**Run 1: metal 3**

Scale: 2 px per um.
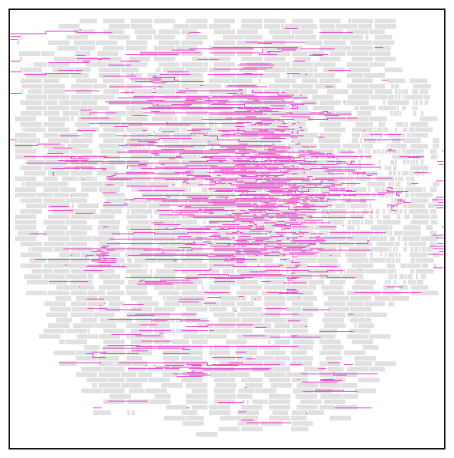
**Run 1: ports around the boundary**

Scale: 2 px per um. Pins as bars across the die edge, other pins in grey.
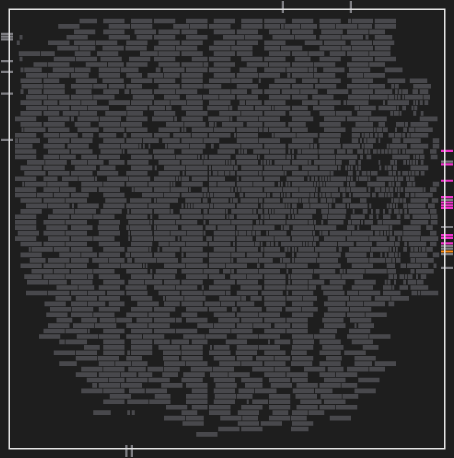
**Run 1: congestion heat map**

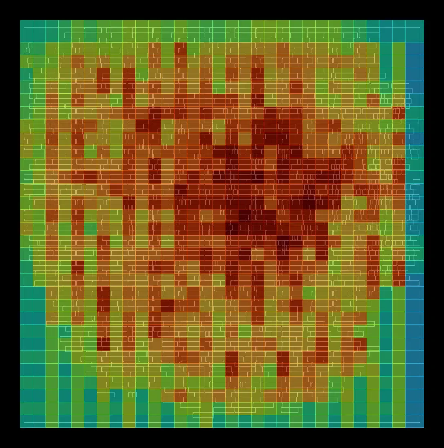
**Run 1: wire density map**

Scale: 1.5 px per um. The die is cut into 22 by 22 equal tiles; dark blue is low, red is high, scaled to the fullest tile. Values are wire area over tile area, all layers added.
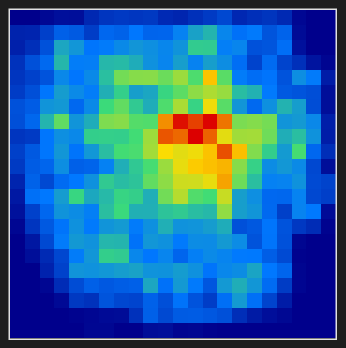
$ cat src/rtl/tx_frame_packer_if.sv
// Write-side and framed-output signals of tx_frame_packer, bundled so the
// packer and its feeder share one connection.
interface tx_frame_packer_if;
   logic       link_ready;
   logic       wr_en;
   logic [9:0] wr_data;
   logic       full;
   logic       overflow;
   logic       frame_abort;
   logic [9:0] DataIn;
   logic       DataInEn;
   logic       frame_done;

   modport master (
      output link_ready, wr_en, wr_data,
      input  full, overflow, frame_abort, DataIn, DataInEn, frame_done
   );

   modport slave (
      input  link_ready, wr_en, wr_data,
      output full, overflow, frame_abort, DataIn, DataInEn, frame_done
   );
endinterface

$ cat src/rtl/tx_frame_packer.sv
// Buffers 10-bit samples in a FIFO and emits HEADER, LENGTH, payload, CHECKSUM
// frames on DataIn/DataInEn while the downstream link is ready.
module tx_frame_packer #(
   parameter int unsigned DEPTH     = 64,
   parameter int unsigned AW        = 6,
   parameter int unsigned FRAME_LEN = 16,
   parameter logic [9:0]  HEADER    = 10'h303,
   parameter int unsigned GAP       = 2
) (
   input logic               CLK_10MHZ,
   input logic               nRst,
   tx_frame_packer_if.slave  bus
);

   typedef enum logic [2:0] {
      S_IDLE,
      S_HEADER,
      S_LENGTH,
      S_PAYLOAD,
      S_CHECKSUM,
      S_GAP
   } state_t;

   localparam int unsigned CW       = AW + 1;
   localparam int unsigned GW       = (GAP > 2) ? $clog2(GAP - 1) : 1;
   localparam logic [AW:0] FULL_CNT = CW'(DEPTH);
   localparam logic [AW:0] FL_CNT   = CW'(FRAME_LEN);
   localparam logic [AW:0] FL_LAST  = CW'(FRAME_LEN - 1);
   localparam logic [9:0]  FL_WORD  = 10'(FRAME_LEN);
   localparam logic [GW-1:0] GAP_LAST = GW'((GAP > 1) ? GAP - 2 : 0);

   state_t          state, state_nxt;
   logic [9:0]      mem [DEPTH];
   logic [AW-1:0]   wr_ptr, rd_ptr;
   logic [AW:0]     count;
   logic [9:0]      acc, acc_nxt;
   logic [AW:0]     wcnt, wcnt_nxt;
   logic [GW-1:0]   gcnt, gcnt_nxt;
   logic [9:0]      data_q, data_nxt;
   logic            en_q, en_nxt;
   logic            done_q, done_nxt;
   logic            overflow_q, abort_q;
   logic            frame_active, abort, pop, wr_ok, full;
   logic [9:0]      rd_word;

   assign full         = (count == FULL_CNT);
   assign frame_active = state inside {S_HEADER, S_LENGTH, S_PAYLOAD, S_CHECKSUM};
   assign abort        = frame_active && !bus.link_ready;
   assign pop          = (state == S_PAYLOAD) && bus.link_ready;
   assign wr_ok        = bus.wr_en && !full && !abort;
   assign rd_word      = mem[rd_ptr];

   assign bus.full        = full;
   assign bus.overflow    = overflow_q;
   assign bus.frame_abort = abort_q;
   assign bus.DataIn      = data_q;
   assign bus.DataInEn    = en_q;
   assign bus.frame_done  = done_q;

   always_ff @(posedge CLK_10MHZ) begin
      if (wr_ok) mem[wr_ptr] <= bus.wr_data;
   end

   // An abort flushes by snapping the read pointer onto the write pointer.
   always_ff @(posedge CLK_10MHZ or negedge nRst) begin
      if (!nRst) begin
         wr_ptr     <= '0;
         rd_ptr     <= '0;
         count      <= '0;
         overflow_q <= 1'b0;
      end else if (abort) begin
         rd_ptr <= wr_ptr;
         count  <= '0;
      end else begin
         if (wr_ok) wr_ptr <= wr_ptr + AW'(1);
         if (pop)   rd_ptr <= rd_ptr + AW'(1);
         case ({wr_ok, pop})
            2'b10:   count <= count + CW'(1);
            2'b01:   count <= count - CW'(1);
            default: count <= count;
         endcase
         if (bus.wr_en && full) overflow_q <= 1'b1;
      end
   end

   always_ff @(posedge CLK_10MHZ or negedge nRst) begin
      if (!nRst) state <= S_IDLE;
      else       state <= state_nxt;
   end

   // The IDLE cycle that re-checks the start condition serves as the last
   // gap cycle, so S_GAP itself lasts GAP-1 cycles.
   always_comb begin
      state_nxt = state;
      data_nxt  = '0;
      en_nxt    = 1'b0;
      done_nxt  = 1'b0;
      acc_nxt   = acc;
      wcnt_nxt  = wcnt;
      gcnt_nxt  = gcnt;
      case (state)
         S_IDLE: begin
            if (bus.link_ready && (count >= FL_CNT)) state_nxt = S_HEADER;
         end
         S_HEADER: begin
            data_nxt  = HEADER;
            en_nxt    = 1'b1;
            acc_nxt   = HEADER;
            state_nxt = S_LENGTH;
         end
         S_LENGTH: begin
            data_nxt  = FL_WORD;
            en_nxt    = 1'b1;
            acc_nxt   = acc + FL_WORD;
            wcnt_nxt  = '0;
            state_nxt = S_PAYLOAD;
         end
         S_PAYLOAD: begin
            data_nxt = rd_word;
            en_nxt   = 1'b1;
            acc_nxt  = acc + rd_word;
            if (wcnt == FL_LAST) state_nxt = S_CHECKSUM;
            else                 wcnt_nxt  = wcnt + CW'(1);
         end
         S_CHECKSUM: begin
            data_nxt  = acc;
            en_nxt    = 1'b1;
            done_nxt  = 1'b1;
            acc_nxt   = '0;
            gcnt_nxt  = '0;
            state_nxt = (GAP > 1) ? S_GAP : S_IDLE;
         end
         S_GAP: begin
            if (gcnt == GAP_LAST) state_nxt = S_IDLE;
            else                  gcnt_nxt  = gcnt + GW'(1);
         end
         default: state_nxt = S_IDLE;
      endcase
      if (abort) begin
         state_nxt = S_IDLE;
         data_nxt  = '0;
         en_nxt    = 1'b0;
         done_nxt  = 1'b0;
         acc_nxt   = '0;
      end
   end

   always_ff @(posedge CLK_10MHZ or negedge nRst) begin
      if (!nRst) begin
         data_q  <= '0;
         en_q    <= 1'b0;
         done_q  <= 1'b0;
         acc     <= '0;
         wcnt    <= '0;
         gcnt    <= '0;
         abort_q <= 1'b0;
      end else begin
         data_q <= data_nxt;
         en_q   <= en_nxt;
         done_q <= done_nxt;
         acc    <= acc_nxt;
         wcnt   <= wcnt_nxt;
         gcnt   <= gcnt_nxt;
         if (abort) abort_q <= 1'b1;
      end
   end

endmodule

$ cat src/flat_wrapper.sv
// flat-port wrapper written by rule: the top's interface ports become plain ports
module tx_frame_packer_flat 
#(
   parameter int unsigned DEPTH     = 64,
   parameter int unsigned AW        = 6,
   parameter int unsigned FRAME_LEN = 16,
   parameter logic [9:0]  HEADER    = 10'h303,
   parameter int unsigned GAP       = 2
)
  (CLK_10MHZ, nRst, bus_link_ready, bus_wr_en, bus_wr_data, bus_full, bus_overflow, bus_frame_abort, bus_DataIn, bus_DataInEn, bus_frame_done);
  tx_frame_packer_if bus_i ();
  input logic CLK_10MHZ;
  input logic nRst;
  input wire logic [$bits(bus_i.link_ready)-1:0] bus_link_ready;
  input wire logic [$bits(bus_i.wr_en)-1:0] bus_wr_en;
  input wire logic [$bits(bus_i.wr_data)-1:0] bus_wr_data;
  output wire logic [$bits(bus_i.full)-1:0] bus_full;
  output wire logic [$bits(bus_i.overflow)-1:0] bus_overflow;
  output wire logic [$bits(bus_i.frame_abort)-1:0] bus_frame_abort;
  output wire logic [$bits(bus_i.DataIn)-1:0] bus_DataIn;
  output wire logic [$bits(bus_i.DataInEn)-1:0] bus_DataInEn;
  output wire logic [$bits(bus_i.frame_done)-1:0] bus_frame_done;
  assign bus_i.link_ready = bus_link_ready;
  assign bus_i.wr_en = bus_wr_en;
  assign bus_i.wr_data = bus_wr_data;
  assign bus_full = bus_i.full;
  assign bus_overflow = bus_i.overflow;
  assign bus_frame_abort = bus_i.frame_abort;
  assign bus_DataIn = bus_i.DataIn;
  assign bus_DataInEn = bus_i.DataInEn;
  assign bus_frame_done = bus_i.frame_done;
  tx_frame_packer #(.DEPTH(DEPTH), .AW(AW), .FRAME_LEN(FRAME_LEN), .HEADER(HEADER), .GAP(GAP)) u_core (.CLK_10MHZ(CLK_10MHZ), .nRst(nRst), .bus(bus_i));
endmodule
$ cat config.mk
export PLATFORM = sky130hd
export DESIGN_NAME = tx_frame_packer_flat
export DESIGN_NICKNAME = d
export VERILOG_FILES = /design/src/rtl/tx_frame_packer_if.sv /design/src/rtl/tx_frame_packer.sv /design/src/flat_wrapper.sv
export SDC_FILE = /design/constraint.sdc
export NUM_CORES = 1
export LEC_CHECK = 0
export CORE_AREA = 2 2 215 217
export CTS_CLUSTER_SIZE = 28
export DETAILED_ROUTE_END_ITERATION = 16
export DIE_AREA = 0 0 217 219
export GPL_TIMING_DRIVEN = 0
export PLACE_DENSITY = 0.88
export SYNTH_ARGS = -nofsm -noshare
export SYNTH_HDL_FRONTEND = slang
export SYNTH_SLANG_ARGS = --single-unit
$ cat constraint.sdc
create_clock -name CLK_10MHZ -period 4.94 [get_ports CLK_10MHZ]
set_input_delay 1.235 -clock CLK_10MHZ [delete_from_list [all_inputs] [get_ports CLK_10MHZ]]
set_output_delay 1.235 -clock CLK_10MHZ [all_outputs]
set_load 0.05 [all_outputs]
==> flow_metrics.py, run 1 <==
# Metrics from the implementation run
metrics = {
    "setup_path": {
        "critPathArrivalTime_ps": 5230,
        "r2r_start": "u_core.rd_ptr[1]$_DFFE_PN0P_",
        "worstReg2RegEnd": "u_core.acc[8]$_DFFE_PN0P_",
        "regToRegSetupSlack_ps": 210,
        "worstSetupStartpointType": "flop",
        "cpMostUsedCell": "mux4_2",
        "critPathCaptureType": "flop",
        "crit_family": "multiplexers",
        "path_max_fanout": 10,
        "cp_data_required_time_ps": 5440,
        "endpoint": "u_core.acc[8]$_DFFE_PN0P_",
        "path_class": "flop to flop",
        "slowest_stage": "mux4_2",
        "crit_buf_inv": 3,
        "worstPathCellList": "buf_2 > clkbuf_4 > buf_4 > mux4_2 > mux4_2 > mux4_2 > ha_1 > nor2b_1 > o21ai_2 > a21oi_1 > o21ai_1 > a21boi_0 > o21a_1 > or3_1 > a31o_2",
        "cp_num_cells": 15,
        "cpPeakStageDelay_ps": 600,
        "r2r_cells": 15,
        "crit_start": "u_core.rd_ptr[1]$_DFFE_PN0P_",
    },
    "die": {
        "rows": 78,
        "taps": 600,
        "die_w_um": 217,
        "die_area_um2": 47520,
        "fp_util": 0.6122,
        "ios": 29,
        "coreArea_um2": 45090,
        "fp.dieH_um": 219,
    },
    "layout": {
        "area_growth_pct": 13.10,
        "largest_reg_flops": 640,
        "drive_gt1_frac": 0.2577,
        "lay_top_count": "edfxtp_1",
        "fillers": 2578,
        "num-multi-input-gates": 554,
        "seq_cells": 693,
        "sh_seq_area": 0.6580,
        "final_cell_area_um2": 31220,
        "sh_comb_area": 0.2137,
        "largest_class": "flip-flops and latches",
        "diodes": 3,
        "n_all_buffers": 107,
        "clk_share": 0.07342,
        "final_cells": 2097,
        "final_cell_mix": "edfxtp_1, mux4_2, nor2_1",
        "seqCellArea_um2": 20540,
        "clockBufferCount": 81,
        "layout.nets": 1476,
        "regMostFlops": "u_core.mem",
        "num-nonclk-inverters": 16,
        "mi_logic_area_um2": 6671,
        "nonClkBufAreaFrac": 0.02865,
    },
    "yosys": {
        "ys_cells": 1332,
        "top_area_frac": 0.6962,
        "common_cells": "edfxtp_1, mux4_2, nor2_1",
        "yosys_area_um2": 27610,
        "ys_seq_share": 0.7442,
        "ys.flops": 693,
        "ff_type": "edfxtp_1",
        "ys_sh_simple": 0.03363,
        "ys_sh_adder": 0.01006,
        "synthDistinctLibCells": 50,
        "synth.most_common_cell": "edfxtp_1",
        "ys_sh_mux": 0.1688,
        "synth-compound-area-share": 0.02207,
        "syn_nets": 1367,
        "logic_family": "multiplexers",
        "syn_inst": 1332,
        "synth-xor-area-share": 0.006980,
        "largest_area_cell": "edfxtp_1",
        "netlist_area_um2": 27610,
        "edf_count": 640,
        "topCellsByArea": "edfxtp_1, mux4_2, dfrtp_1",
        "synth_area_per_cell_um2": 20.72,
        "ys_warn_count": 0,
        "async_flop_share": 0.07648,
    },
    "place": {
        "placed_cells": 1969,
        "dp_slack_ps": -511.6,
        "hpwl_mm": 43.87,
        "globalplace.congestion": 0.9312,
        "io_buffers": 28,
        "place_area_um2": 28770,
    },
    "clock_tree": {
        "cts-htree-levels": 3,
        "cts_tree": "built",
        "clock_latency_ps": 630,
        "clockBufferDepth": 3,
        "cts_sinks": 693,
        "path_clk_slew_ps": 60,
        "cts_resized": 36,
        "postCtsSetupBuffers": 0,
        "numCtsBuffers": 69,
        "cts-hold-fix-buffers": 0,
        "root_buffer": "clkbuf_16",
    },
    "flow_run": {
        "cap_violations": 0,
    },
    "timing": {
        "holdWs_ps": 469.5,
        "period_used_share": 0.9582,
        "worst_slack_ps": 206.5,
        "finalSetupViolCount": 0,
        "worst_slew_pin_slew_ps": 1235,
        "final.setup_skew_ps": 36.53,
        "finalCriticalPeriod_ps": 4734,
        "relSlewSlack": 0.1739,
        "finalSetupTns_ps": 0,
        "slew_violations": 0,
        "fmax_ghz": 0.2113,
        "rsz0062_at_grt": "false",
    },
    "power_and_ir_drop": {
        "p_per_area_nw_per_um2": 567.2,
        "p_sw_w": 0.005715,
        "power_leakage_nw": 10.01,
        "fin_total_pwr_w": 0.01771,
        "combinationalPowerShare": 0.309,
        "ir_drop_uv": 373.4,
        "clockPowerShare": 0.304,
        "powerComb_w": 0.00546,
        "clk-power_w": 0.00538,
        "top_power_group": "sequential cells",
        "powerSeq_w": 0.00686,
        "netSwitchingFraction": 0.3227,
        "internal_power_w": 0.01199,
    },
    "min_path": {
        "min_from": "u_core.bus.frame_abort$_DFFE_PN0N_",
        "hold_path.class": "flop to flop",
        "whs_endpoint": "u_core.bus.frame_abort$_DFFE_PN0N_",
        "hold_path_depth": 1,
    },
    "drt": {
        "drt_first_pass_iters": 8,
        "drt_iter0_drc": 2693,
        "m1WireLength_mm": 23.94,
        "ant_nets": 0,
        "highest_layer": "met5",
        "wl_met3_mm": 9.241,
        "vias_per_cell": 7.099,
        "drc": 0,
        "wl_met2_mm": 34.76,
    },
    "global_routing": {
        "grt_max_degree": 65,
        "grt_busiest_layer": "met2",
        "grt-ovfl-total": 0,
        "met1_usage": 0.3939,
        "grt_pass1_wl_mm": 104.3,
        "antenna_found_initial": 8,
        "grt_pass1_vias": 15010,
    },
    "run_status": {
        "status": "completed",
    },
}
## Picture notes: 'metal 3'
wire length on this layer: 9240 um
longest straight run: 106 um
main direction: horizontal
share of all routed wire: 13%
total number of vias: 14890
routing usage on met3: 0.1128

## Picture notes: 'ports around the boundary'
legend:
  `bus_overflow`:
    colour: orange
    pins: 1
    direction: output
    edge: right
  `bus_DataIn`:
    colour: magenta
    pins: 10
    direction: output
    edge: right
all pins by edge: 18 right, 7 left, 2 bottom, 2 top

## Picture notes: 'congestion heat map'
post-layout util: 0.6924
met2 Use GR: 0.4933

## Picture notes: 'wire density map'
nearly empty tiles: 14%
fullest tile: 1.0
densest ninth of the die: middle
wire length per cell: 34.63 um
drt total wl: 72.63 mm
GRT Total Usage: 0.3167

==> run 2, diff against run 1 <==
--- a/config.mk
+++ b/config.mk
@@ -11,6 +11,7 @@
 export DIE_AREA = 0 0 217 219
 export GPL_TIMING_DRIVEN = 0
 export PLACE_DENSITY = 0.88
+export SLEW_MARGIN = 20
 export SYNTH_ARGS = -nofsm -noshare
 export SYNTH_HDL_FRONTEND = slang
 export SYNTH_SLANG_ARGS = --single-unit
==> run 2 against run 1 <==
Against the previous run: clock power shrank 3.9%; global-route usage shrank 0.17 points; largest power group unchanged; wire length is essentially flat.
==> flow_metrics.py, run 2 <==
# Metrics from the implementation run
metrics = {
    "layout": {
        "area_growth_pct": 12.90,
        "clk_share": 0.06997,
        "mi_logic_area_um2": 6708,
        "sh_seq_area": 0.6592,
        "fillers": 2599,
        "seq_cells": 693,
        "nonClkBufAreaFrac": 0.02935,
        "n_all_buffers": 107,
        "final_cell_mix": "edfxtp_1, mux4_2, nor2_1",
        "num-nonclk-inverters": 16,
        "lay_top_count": "edfxtp_1",
        "diodes": 3,
    },
    "timing": {
        "relSlewSlack": 0.2045,
        "final.setup_skew_ps": 39.33,
        "worst_slack_ps": 128.7,
        "fmax_ghz": 0.2078,
        "finalSetupTns_ps": 0,
        "slew_violations": 0,
        "worst_slew_pin_slew_ps": 1189,
        "finalCriticalPeriod_ps": 4811,
    },
    "run_status": {
        "status": "completed",
    },
    "setup_path": {
        "worstSetupStartpointType": "flop",
        "cp_num_cells": 14,
        "crit_family": "multiplexers",
        "r2r_cells": 14,
        "critPathArrivalTime_ps": 5270,
        "crit_start": "u_core.rd_ptr[1]$_DFFE_PN0P_",
        "path_class": "flop to flop",
        "worstReg2RegEnd": "u_core.acc[9]$_DFFE_PN0P_",
        "cp_data_required_time_ps": 5390,
        "regToRegSetupSlack_ps": 130,
    },
    "power_and_ir_drop": {
        "powerComb_w": 0.00548,
        "power_leakage_nw": 9.987,
        "clockPowerShare": 0.295,
        "p_per_area_nw_per_um2": 561.9,
        "combinationalPowerShare": 0.313,
        "clk-power_w": 0.00517,
        "powerSeq_w": 0.00686,
    },
    "global_routing": {
        "grt-ovfl-total": 0,
        "grt_pass1_wl_mm": 103.8,
        "met1_usage": 0.3916,
        "grtUsageTotal": 0.3150,
        "antenna_found_initial": 9,
        "grt_max_degree": 57,
        "met2_usage": 0.4985,
        "grt.met3_usage": 0.1021,
    },
    "place": {
        "io_buffers": 28,
        "placed_cells": 1970,
        "place_area_um2": 28790,
        "globalplace.congestion": 0.9312,
        "dp_slack_ps": -550.5,
    },
    "min_path": {
        "hold_path_depth": 1,
        "min_from": "u_core.bus.frame_abort$_DFFE_PN0N_",
    },
    "yosys": {
        "async_flop_share": 0.07648,
        "common_cells": "edfxtp_1, mux4_2, nor2_1",
        "edf_count": 640,
        "topCellsByArea": "edfxtp_1, mux4_2, dfrtp_1",
        "ys_sh_simple": 0.03363,
        "synth-compound-area-share": 0.02207,
        "syn_nets": 1367,
        "synth_area_per_cell_um2": 20.72,
        "syn_inst": 1332,
        "yosys_area_um2": 27610,
        "ys_sh_adder": 0.01006,
        "ys.flops": 693,
        "synth-xor-area-share": 0.006980,
        "ys_warn_count": 0,
        "synthDistinctLibCells": 50,
    },
    "drt": {
        "ant_nets": 0,
        "highest_layer": "met5",
        "post_drt_wl_per_cell_um": 34.69,
        "wl_met3_mm": 8.951,
        "vias_per_cell": 7.097,
        "drc": 0,
        "drt_first_pass_iters": 14,
    },
    "clock_tree": {
        "numCtsBuffers": 68,
        "clock_latency_ps": 630,
        "cts_resized": 36,
        "root_buffer": "clkbuf_16",
        "cts_sinks": 693,
        "postCtsSetupBuffers": 0,
        "cts-hold-fix-buffers": 0,
    },
    "die": {
        "fp.dieH_um": 219,
        "die_w_um": 217,
        "die_area_um2": 47520,
        "rows": 78,
    },
    "flow_run": {
        "cap_violations": 0,
    },
}
**Run 2: metal 3**

Scale: 2 px per um.
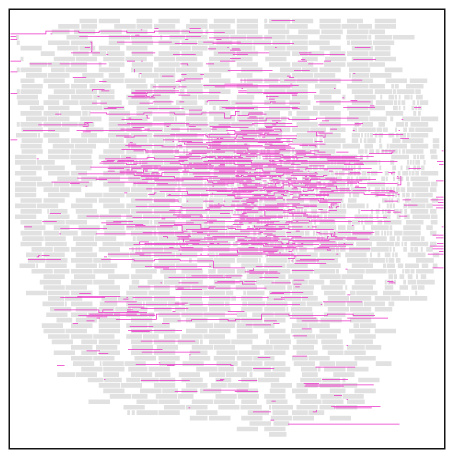
main direction: horizontal
longest straight run: 109 um
nets with wire on the layer: 397

**Run 2: metal 2**

Scale: 2 px per um.
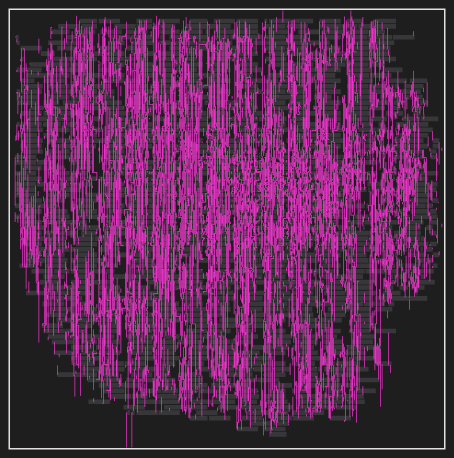
nets with wire on the layer: 1392
share of all routed wire: 48%
longest straight run: 86.2 um

Power is estimated from default activity; no workload was simulated.
